## src/rtl/max_pool_unit.sv

```systemverilog
// 2x2 stride-2 signed max-pooling stage over a raster-order valid/ready stream.
// Keeps one row of partial maxima and emits each pooled value with its write address.
module max_pool_unit #(
  parameter int IN_WIDTH  = 6,
  parameter int IN_HEIGHT = 6,
  parameter int DATA_W    = 32,
  parameter int ADDR_W    = 4
) (
  input  logic              clk,
  input  logic              rst,
  input  logic              start,
  input  logic              in_valid,
  input  logic [DATA_W-1:0] in_data,
  output logic              in_ready,
  output logic              out_valid,
  output logic [DATA_W-1:0] out_data,
  output logic [ADDR_W-1:0] out_addr,
  input  logic              out_ready,
  output logic              frame_done
);

  localparam int COL_W = (IN_WIDTH > 2) ? $clog2(IN_WIDTH) : 2;
  localparam int ROW_W = (IN_HEIGHT > 2) ? $clog2(IN_HEIGHT) : 1;
  localparam int K_W   = COL_W - 1;
  localparam int PW    = IN_WIDTH / 2;

  typedef enum logic [1:0] {
    S_IDLE  = 2'd0,
    S_RUN   = 2'd1,
    S_DRAIN = 2'd2,
    S_DONE  = 2'd3
  } state_e;

  state_e            state_q;
  logic [ROW_W-1:0]  row_q;
  logic [COL_W-1:0]  col_q;
  logic [DATA_W-1:0] tmp_q;
  logic [DATA_W-1:0] pmax_q [PW];
  logic              out_valid_q;
  logic [DATA_W-1:0] out_data_q;
  logic [ADDR_W-1:0] out_addr_q;
  logic              frame_done_q;

  logic              in_ready_s;
  logic              in_xfer_s;
  logic              out_xfer_s;
  logic              last_col_s;
  logic              last_row_s;
  logic              pmax_we_s;
  logic [K_W-1:0]    k_s;
  logic [COL_W-1:0]  col_d;
  logic [ROW_W-1:0]  row_d;
  logic [DATA_W-1:0] lo_max_s;
  logic [DATA_W-1:0] hi_max_s;

  function automatic logic [DATA_W-1:0] smax(input logic [DATA_W-1:0] a,
                                             input logic [DATA_W-1:0] b);
    logic [DATA_W-1:0] r;
    if ($signed(a) > $signed(b)) begin
      r = a;
    end else begin
      r = b;
    end
    return r;
  endfunction

  // Handshake qualifiers, raster counters' next values and the two max candidates.
  always_comb begin
    in_ready_s = (state_q == S_RUN) && (!out_valid_q || out_ready);
    in_xfer_s  = in_valid && in_ready_s;
    out_xfer_s = out_valid_q && out_ready;
    k_s        = col_q[COL_W-1:1];
    last_col_s = (col_q == COL_W'(IN_WIDTH - 1));
    last_row_s = (row_q == ROW_W'(IN_HEIGHT - 1));
    if (last_col_s) begin
      col_d = {COL_W{1'b0}};
      row_d = last_row_s ? {ROW_W{1'b0}} : row_q + ROW_W'(1);
    end else begin
      col_d = col_q + COL_W'(1);
      row_d = row_q;
    end
    lo_max_s  = smax(tmp_q, in_data);
    hi_max_s  = smax(pmax_q[k_s], in_data);
    pmax_we_s = rst && in_xfer_s && !row_q[0] && col_q[0];
  end

  // Line buffer of horizontal pair maxima from the even row; never needs clearing.
  always_ff @(posedge clk) begin
    if (pmax_we_s) begin
      pmax_q[k_s] <= lo_max_s;
    end
  end

  // Frame control FSM and the registered output stage.
  always_ff @(posedge clk) begin
    if (!rst) begin
      state_q      <= S_IDLE;
      row_q        <= {ROW_W{1'b0}};
      col_q        <= {COL_W{1'b0}};
      tmp_q        <= {DATA_W{1'b0}};
      out_valid_q  <= 1'b0;
      out_data_q   <= {DATA_W{1'b0}};
      out_addr_q   <= {ADDR_W{1'b0}};
      frame_done_q <= 1'b0;
    end else begin
      frame_done_q <= 1'b0;
      // A drained output may be replaced by a new one loaded below in the same cycle.
      if (out_xfer_s) begin
        out_valid_q <= 1'b0;
        out_addr_q  <= out_addr_q + ADDR_W'(1);
      end
      case (state_q)
        S_IDLE: begin
          if (start) begin
            state_q    <= S_RUN;
            row_q      <= {ROW_W{1'b0}};
            col_q      <= {COL_W{1'b0}};
            out_addr_q <= {ADDR_W{1'b0}};
          end
        end
        S_RUN: begin
          if (in_xfer_s) begin
            col_q <= col_d;
            row_q <= row_d;
            case ({row_q[0], col_q[0]})
              2'b00:   tmp_q <= in_data;
              2'b10:   tmp_q <= hi_max_s;
              2'b11: begin
                out_data_q  <= lo_max_s;
                out_valid_q <= 1'b1;
              end
              default: tmp_q <= tmp_q;
            endcase
            if (last_row_s && last_col_s) begin
              state_q <= S_DRAIN;
            end
          end
        end
        S_DRAIN: begin
          if (out_xfer_s) begin
            state_q      <= S_DONE;
            frame_done_q <= 1'b1;
          end
        end
        S_DONE: begin
          state_q    <= S_IDLE;
          out_addr_q <= {ADDR_W{1'b0}};
        end
        default: state_q <= S_IDLE;
      endcase
    end
  end

  assign in_ready   = in_ready_s;
  assign out_valid  = out_valid_q;
  assign out_data   = out_data_q;
  assign out_addr   = out_addr_q;
  assign frame_done = frame_done_q;

endmodule

```

## config.mk

```make
export PLATFORM = sky130hd
export DESIGN_NAME = max_pool_unit
export DESIGN_NICKNAME = d
export VERILOG_FILES = /design/src/rtl/max_pool_unit.sv
export SDC_FILE = /design/constraint.sdc
export NUM_CORES = 1
export LEC_CHECK = 0
export CAP_MARGIN = 10
export CORE_MARGIN = 8
export CORE_UTILIZATION = 33
export CTS_BUF_LIST = sky130_fd_sc_hd__clkbuf_8
export DETAILED_ROUTE_END_ITERATION = 7
export HOLD_SLACK_MARGIN = 0.08
export PLACE_DENSITY = 0.54
export RECOVER_POWER = 50
export SLEW_MARGIN = 20
export SYNTH_ARGS = -nofsm -noshare
export SYNTH_HDL_FRONTEND = slang
export SYNTH_SLANG_ARGS = --single-unit
```

## constraint.sdc

```tcl
create_clock -name clk -period 5.3 [get_ports clk]
set_clock_uncertainty 0.05 [all_clocks]
set_input_delay 1.325 -clock clk [delete_from_list [all_inputs] [get_ports clk]]
set_output_delay 1.325 -clock clk [all_outputs]
set_load 0.01 [all_outputs]
```

==> out/qor.yml, run 1 <==
outcome:
  status: "finished, violations left"
  violations: "max-capacitance violations, max-slew violations"
finish:
  layout.cells.non_filler: 1214
  finalNetCount: 971
  logic_area_mm2: 0.00395
  regArea_mm2: 0.00449
  fillers: 2538
  layout-drive-gt1-share_pct: 16.4
power:
  powerDensity_mw_per_mm2: 336
  peakVddDrop_uv: 146
  combPwrFrac_pct: 25.6
  share_seq_of_total_power_pct: 48.0
  p_sw_uw: 1050
critical_path:
  crit_type: "in -> reg"
  critPathArrivalTime_ns: 4.67
  critPathRequiredTime_ns: 5.60
  critPathCaptureType: "flop"
  cp_max_fo: 21
  startpoint_type: "input port"
job:
  tool_warnings: 28
  cap_viol_max_count: 3
global_routing:
  first_global_vias: 6179
  grt_max_degree: 42
  grt_pass1_wl_mm: 35.5
  grt_usage_pct: 14.4
  overflow: 0
timing:
  fin_crit_sh_pct: 82.6
  fmax_ghz: 0.228
  hold_violations: 0
  slew_viol_final: 75
  rsz0062_at_grt: "false"
  worstMarginPinSlew_ns: 2.04
  hold_slack_ns: 0.447
  relSlewSlack_pct: -36.1
  fin_crit_ns: 4.38
  setup_tns_ns: 0
detailed_routing:
  viasPerCell: 5.05
  ant_nets: 0
  routed_wl_mm: 22.3
  via_count: 6126
clock_tree:
  postCtsSetupBuffers: 0
  cts_buffer_depth: 2
  postCtsHoldBufs: 0
  clk_pin_slew_ns: 0.08
  clockRootBuffer: "clkbuf_8"
  h-tree-depth: 4
  numCtsBuffers: 17
  cts_resized: 0
synth:
  ys_cells: 791
  numSynthFlops: 176
  floorplan.nets: 896
  top_cell: "edfxtp_1"
  synth_seq_share_pct: 51.2
  top_cells_by_count: "edfxtp_1, nor2_1, dfxtp_1, o21ai_0, ha_1"
  synth-async-reset-ratio_pct: 0
  ys_top_cells_by_area: "edfxtp_1, dfxtp_1, ha_1, o21ai_0, o221a_2"
  ys_chip_area_mm2: 0.00876
  yosysTopAreaCell: "edfxtp_1"
  ff_type: "edfxtp_1"
floorplan:
  fp_util_pct: 33.6
  die_y_um: 179
  fp.dieArea_mm2: 0.0320
  fp-row-count: 59
  die_w_um: 179
  pin_count: 76
hold_path:
  hold_class: "reg -> reg"
  hp-start: "row_q[1]$_SDFFE_PN0P_"
placement:
  routabilityCongestion: 0.760
==> run 1: logic make-up (layout without fill, tap and decap cells) <==
kind of cell               Yosys count  count (layout)  synth area share [%]
xor gates and xnor gates             3               3                 0.300
DFF                                176             176                  51.2
and+or+nand+nor                    202             202                  10.4
AOI/OAI and AO/OA                  197             197                  16.1
adders and majority gates           68              68                  9.72
buffers and inverters               77             165                  3.86
muxes                               68              68                  8.42
==> run 1: worst max-delay path: stages <==
cell and delay [ns]:
dlygate4sd3_1 0.58, inv_1 0.08, ha_1 0.39, nand4_1 0.23, nor4_1 0.62, nand3_1 0.24
o211ai_4 0.31, buf_12 0.27, mux2_2 0.39, o21ba_2 0.21
==> run 1: per-stage QoR <==
stage               instance area (um2)  util, %  setup slack [ns]
floorplan                          8760        -             0.328
global placement                   9930     38.1             0.718
detailed placement                 9930     38.1             0.680
CTS                               10300     39.5              1.16
global route                      10300     39.4             0.748
finish                            10300     39.4             0.922
==> run 1: area by class of cell <==
class	instances	area share [%]
Timing Repair Buffer	92	8.60
Tap cell	335	4.08
Clock inverter	15	1.38
Sequential cell	176	43.7
Multi-Input combinational cell	538	38.4
Inverter	41	1.50
Clock buffer	17	2.28
==> run 1: path summary, 6_finish.rpt <==
kind	endpoint	slack, ns	cells past startpoint
min reg2reg	row_q[2]$_SDFFE_PN0P_	0.45	2
min	row_q[2]$_SDFFE_PN0P_	0.45	2
max	out_data[7]$_SDFFE_PN0P_	0.92	10
max reg2reg	tmp_q[17]$_SDFFE_PN0P_	1.38	12
==> run 1: placed cells by master (no fill, tap or decap), types with 3 or more instances in the layout <==
master and count:
clkinv_2 6, nand3_1 11, clkbuf_8 17, dfxtp_1 78
mux2_2 29, nand4_1 16, nor2_1 80, clkbuf_1 5
nor3_1 4, mux2i_1 34, inv_6 4, nand2_1 63
o221a_2 32, o21ai_0 79, o21ba_1 5, edfxtp_1 96
o21ba_2 27, dlygate4sd3_1 41, nor2b_1 5, nand2b_1 3
a21oi_1 35, clkdlybuf4s50_1 34, buf_4 9, mux2_4 3
inv_1 42, ha_1 68, a22oi_1 4, nor4_1 4
==> run 1: power groups by stage <==
stage | clock, uW | sequential (uW) | combinational [uW]
6_report | 909 | 1660 | 884
5_1_grt | 991 | 1670 | 997
4_1_cts | 940 | 1660 | 898
3_5_place_dp | 0 | 1690 | 895
3_3_place_gp | 0 | 1690 | 884
2_1_floorplan | 0 | 1660 | 666
==> run 1: metal layers <==
| layer | GRT usage (%) | wire [um] | share of wire [%] | up-vias |
|---|---|---|---|---|
| li1 | - | - | - | 3053 |
| met1 | 19.6 | 10900 | 49 | 2964 |
| met2 | 23.5 | 10400 | 47 | 101 |
| met3 | 3.07 | 869 | 3.9 | 8 |
| met4 | 2.27 | 110 | 0.49 | 0 |
| met5 | 0 | 0 | 0 | - |
==> run 1: registers in the layout, summed over array words and instances (netlist names), named ones only <==
name	cells
out_valid	1
pmax_q	96
row_q	3
frame_done	1
col_q	3
out_addr	4
out_data	32
state_q	2
tmp_q	32
**Run 1: the clock network**

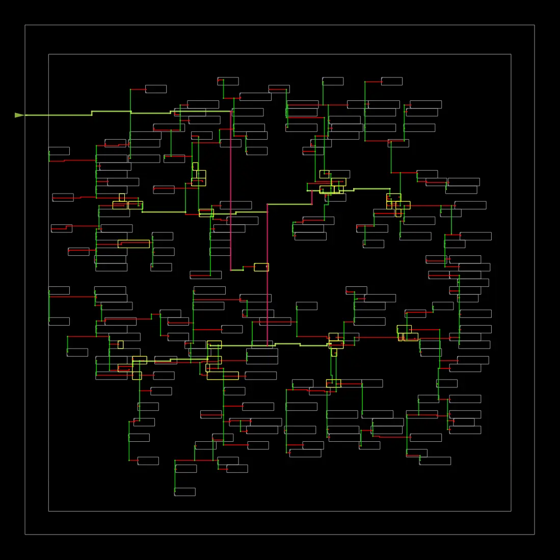
flip-flops: 176
clock buffers: 17
clock sink count: 176
clock latency on the worst-skew pair: 0.45 ns

**Run 1: routed clock nets over the placement**

Scale bar: 50 um.
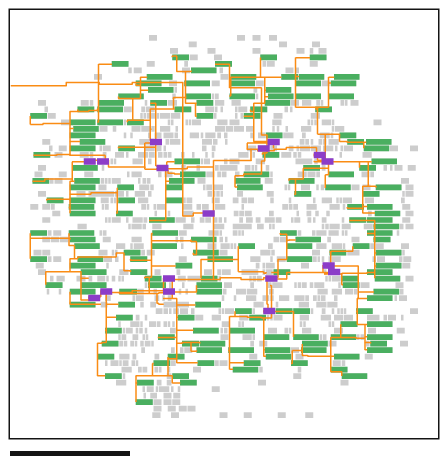
Key: flip-flops = green [count 176]; cells driving clock nets = purple [count 17]; clock wires = orange [length 2150 um]
Position of the flops: spread over the die.
clock power share: 26.3%
clock-net power: 909 uW

**Run 1: placement by cell class**

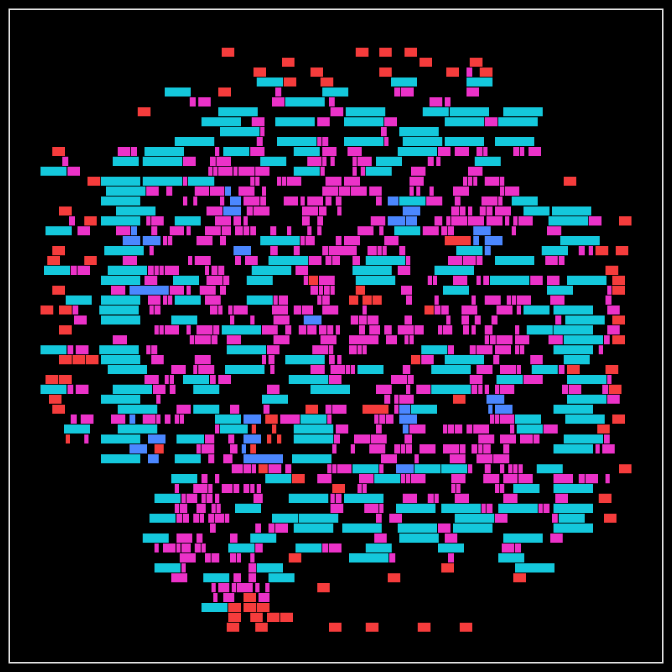
Key: other buffers and delay cells = red [cells 92]; flip-flops = cyan [cells 176]; all other logic = magenta [cells 579]; clock drivers and dummy loads = blue [cells 32]

**Run 1: selected gate families**

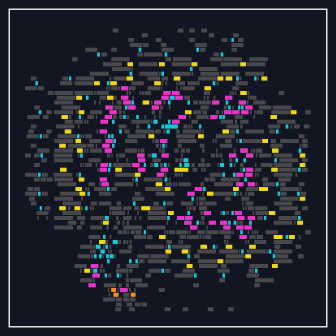

--- run 2 (diff from run 1) ---
PLACE_DENSITY = 0.56   (was 0.54)
clock period = 3.6 ns   (was 5.3 ns; I/O delays follow)
**Run 2: selected gate families**

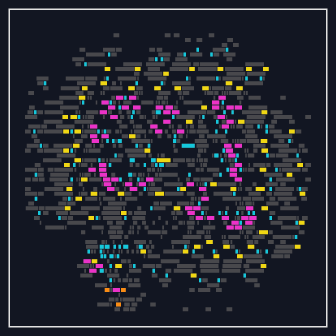
Key: multiplexers = yellow [cells 68, most used mux2i_1]; adder and majority cells = magenta [cells 68, most used ha_1, where center]; XOR/XNOR gates = orange [cells 3, most used xor2_1]; inverting AOI/OAI gates = cyan [cells 129, most used o21ai_0]
Commonest Layout Cell: edfxtp_1
fin cells: 1269
Comb area share: 36.6%

**Run 2: register map, names as in the netlist**

Other sequential cells in the stronger gray, the rest of the logic in the fainter gray.
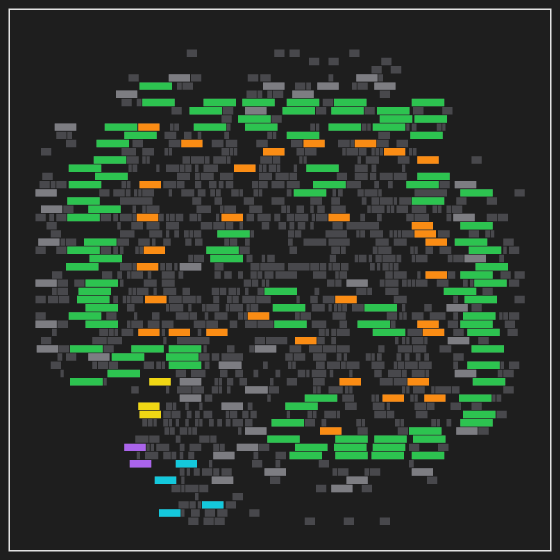
Key: row_q = yellow [flops 3]; pmax_q = green [flops 96, where spread over the die]; tmp_q = orange [flops 32]; out_addr = cyan [flops 4]; state_q = purple [flops 2]
Another 39 sequential cells are not colored.

**Run 2: placement by cell class**

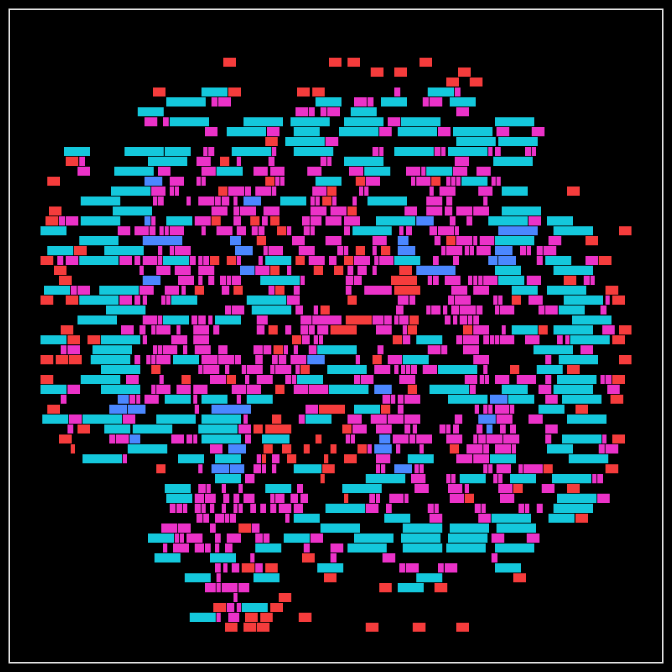
Finished Core Util: 41.5%
Core Region: 0.0261 mm2
site row count: 59
fin area: 0.0108 mm2

==> out/qor.yml, run 2 <==
synth:
  floorplan.nets: 896
  avgSynthCellArea_um2: 11.1
  synth_seq_share_pct: 51.2
  ys_chip_area_mm2: 0.00876
  edf_count: 96
  ys_types: 51
  syn_area_mm2: 0.00876
  ys_cells: 791
  top_cell: "edfxtp_1"
  numSynthFlops: 176
  synth_cells: 791
  yosysTopAreaCell: "edfxtp_1"
  ys_top_cells_by_area: "edfxtp_1, dfxtp_1, ha_1, o21ai_0, o221a_2"
  top_area_share_pct: 32.9
  top_cells_by_count: "edfxtp_1, nor2_1, dfxtp_1, o21ai_0, ha_1"
  synth-async-reset-ratio_pct: 0
  yosysWarnings: 0
  ff_type: "edfxtp_1"
finish:
  antenna_cells: 0
  regArea_mm2: 0.00449
  regMostFlops: "pmax_q"
  fillers: 2525
  largest_reg_flops: 96
  finalNetCount: 1026
  logic_area_mm2: 0.00395
  area_growth_pct: 23.4
  final_layout_top_logic_cells: "edfxtp_1, nor2_1, o21ai_0"
  layout-drive-gt1-share_pct: 21.6
clock_tree:
  clkSinkCount: 176
  clockRootBuffer: "clkbuf_8"
  numCtsBuffers: 17
  clk_latency_ns: 0.47
  cts_tree: "built"
  clk_pin_slew_ns: 0.10
  postCtsHoldBufs: 0
  postCtsSetupBuffers: 0
  h-tree-depth: 4
  cts_buffer_depth: 2
  cts_resized: 0
critical_path:
  critPathSlowestCell: "clkdlybuf4s50_1"
  cp_top_family: "AND-OR/OR-AND gates"
  cp_num_buf_inv: 3
  critPathCaptureType: "flop"
  cp_max_fo: 15
  critPathArrivalTime_ns: 3.83
  path_cells: "clkdlybuf4s50_1, inv_1, ha_1, a21oi_1, o21ai_0, a221o_1, or3_1, a21oi_2, mux2i_4, buf_12, o221a_2"
  startpoint_type: "input port"
  crit_path_max_incr_delay_ns: 0.53
  critPathRequiredTime_ns: 3.96
  crit_type: "in -> reg"
floorplan:
  die_y_um: 179
  pin_count: 76
  fp.dieArea_mm2: 0.0320
  fp_util_pct: 33.6
  die_w_um: 179
power:
  combPwrFrac_pct: 26.0
  p_leak_uw: 0.00419
  swShare_pct: 29.8
  p_sw_uw: 1610
  p_clk_share_pct: 29.0
  p_int_uw: 3790
  peakVddDrop_uv: 254
  share_seq_of_total_power_pct: 45.1
  p_total_uw: 5400
  powerDensity_mw_per_mm2: 500
outcome:
  violations: "max-capacitance violations, max-slew violations"
  status: "finished, violations left"
timing:
  relSlewSlack_pct: -22.7
  fin_crit_sh_pct: 96.2
  worstMarginPinSlew_ns: 1.84
  finalSetupViolCount: 0
  fmax_ghz: 0.289
  worst_slack_ns: 0.136
  rsz0062_at_grt: "false"
  slew_viol_final: 35
  fin_crit_ns: 3.46
  hold_violations: 0
global_routing:
  antenna_found_initial: 0
  first_global_vias: 6523
  overflow: 0
  grt_max_degree: 47
  grt_pass1_wl_mm: 35.6
  grt_usage_pct: 14.4
detailed_routing:
  wl_per_cell_um: 17.5
  drt_iter0_drc: 311
  via_count: 6298
  viasPerCell: 4.96
  routed_wl_mm: 22.2
  drc: 0
  first_pass_iters: 4
  ant_nets: 0
placement:
  routabilityCongestion: 0.777
  pre_cts_ws_ns: -0.329
  numPortBuffers: 75
  dp_hpwl_mm: 15.4
hold_path:
  hold_class: "reg -> reg"
job:
  tool_warnings: 28
  cap_viol_max_count: 1
[run 2: cell counts after synthesis]
No cell type changed its count.
[run 2: worst paths after layout]
kind / from / to / slack [ns] / depth (start not counted)
hold reg to reg: out_addr[1]$_SDFF_PN0_ / out_addr[1]$_SDFF_PN0_ / 0.45 / 2
setup / recovery: in_data[5] / tmp_q[18]$_SDFFE_PN0P_ / 0.14 / 11
setup reg to reg: flop / tmp_q[18]$_SDFFE_PN0P_ / 0.24 / 12
hold / removal: out_addr[1]$_SDFF_PN0_ / out_addr[1]$_SDFF_PN0_ / 0.45 / 2
[run 2: cell type report]
cell class	instances	area share (%)
well taps	335	3.88
clock buffers	18	2.29
inverters	41	1.42
flip-flops and latches	176	41.5
multi-input cells	538	36.6
repair buffers	147	12.4
clock inverters	14	1.89
[run 2: layer usage]
layer	global-route usage (%)	routed length [um]	up-vias
met5	0	0	-
met3	3.20	1140	22
li1	-	-	3160
met4	3.65	252	0
met2	23.6	10200	123
met1	18.9	10600	2993
[run 2: cells by family after synthesis]
logic type               share of synthesized area [%]
adder cells (fa/ha/maj)                           9.72
AND/OR/NAND/NOR                                   10.4
multiplexers                                      8.42
flip-flops                                        51.2
XOR/XNOR                                         0.300
buffers and inverters                             3.86
AND-OR/OR-AND                                     16.1
[run 2: through the flow]
stage	TNS (ns)	std cells	hold slack [ns]	area, um2
final	0	1269	0.452	10800
after global routing	0	1269	0.485	10800
after CTS	0	1269	0.457	10900
after detailed placement	-32.51	1237	0.443	10400
after global placement	-30.53	1237	0.436	10400
after floorplan	0	791	0.412	8770
[run 2: worst register-to-register path, cell delays in order (launching register included)]
cell and delay (ns):
dfxtp_2 0.38, buf_12 0.21, mux2i_1 0.11, o21ai_0 0.32, ha_1 0.34, a21oi_2 0.14
nand2_1 0.06, a221o_1 0.35, or3_1 0.41, a21oi_2 0.21, mux2i_4 0.33, buf_12 0.19
o221a_2 0.20
[run 2: power groups by stage]
| stage | clock, uW | combinational, uW | sequential, uW |
|---|---|---|---|
| floorplan | 0 | 980 | 2450 |
| global placement | 0 | 1400 | 2470 |
| detailed placement | 0 | 1420 | 2470 |
| CTS | 1610 | 1420 | 2430 |
| global route | 1680 | 1570 | 2450 |
| finish | 1560 | 1400 | 2430 |
No activity file was given, so power comes from the tool's default toggle rates.
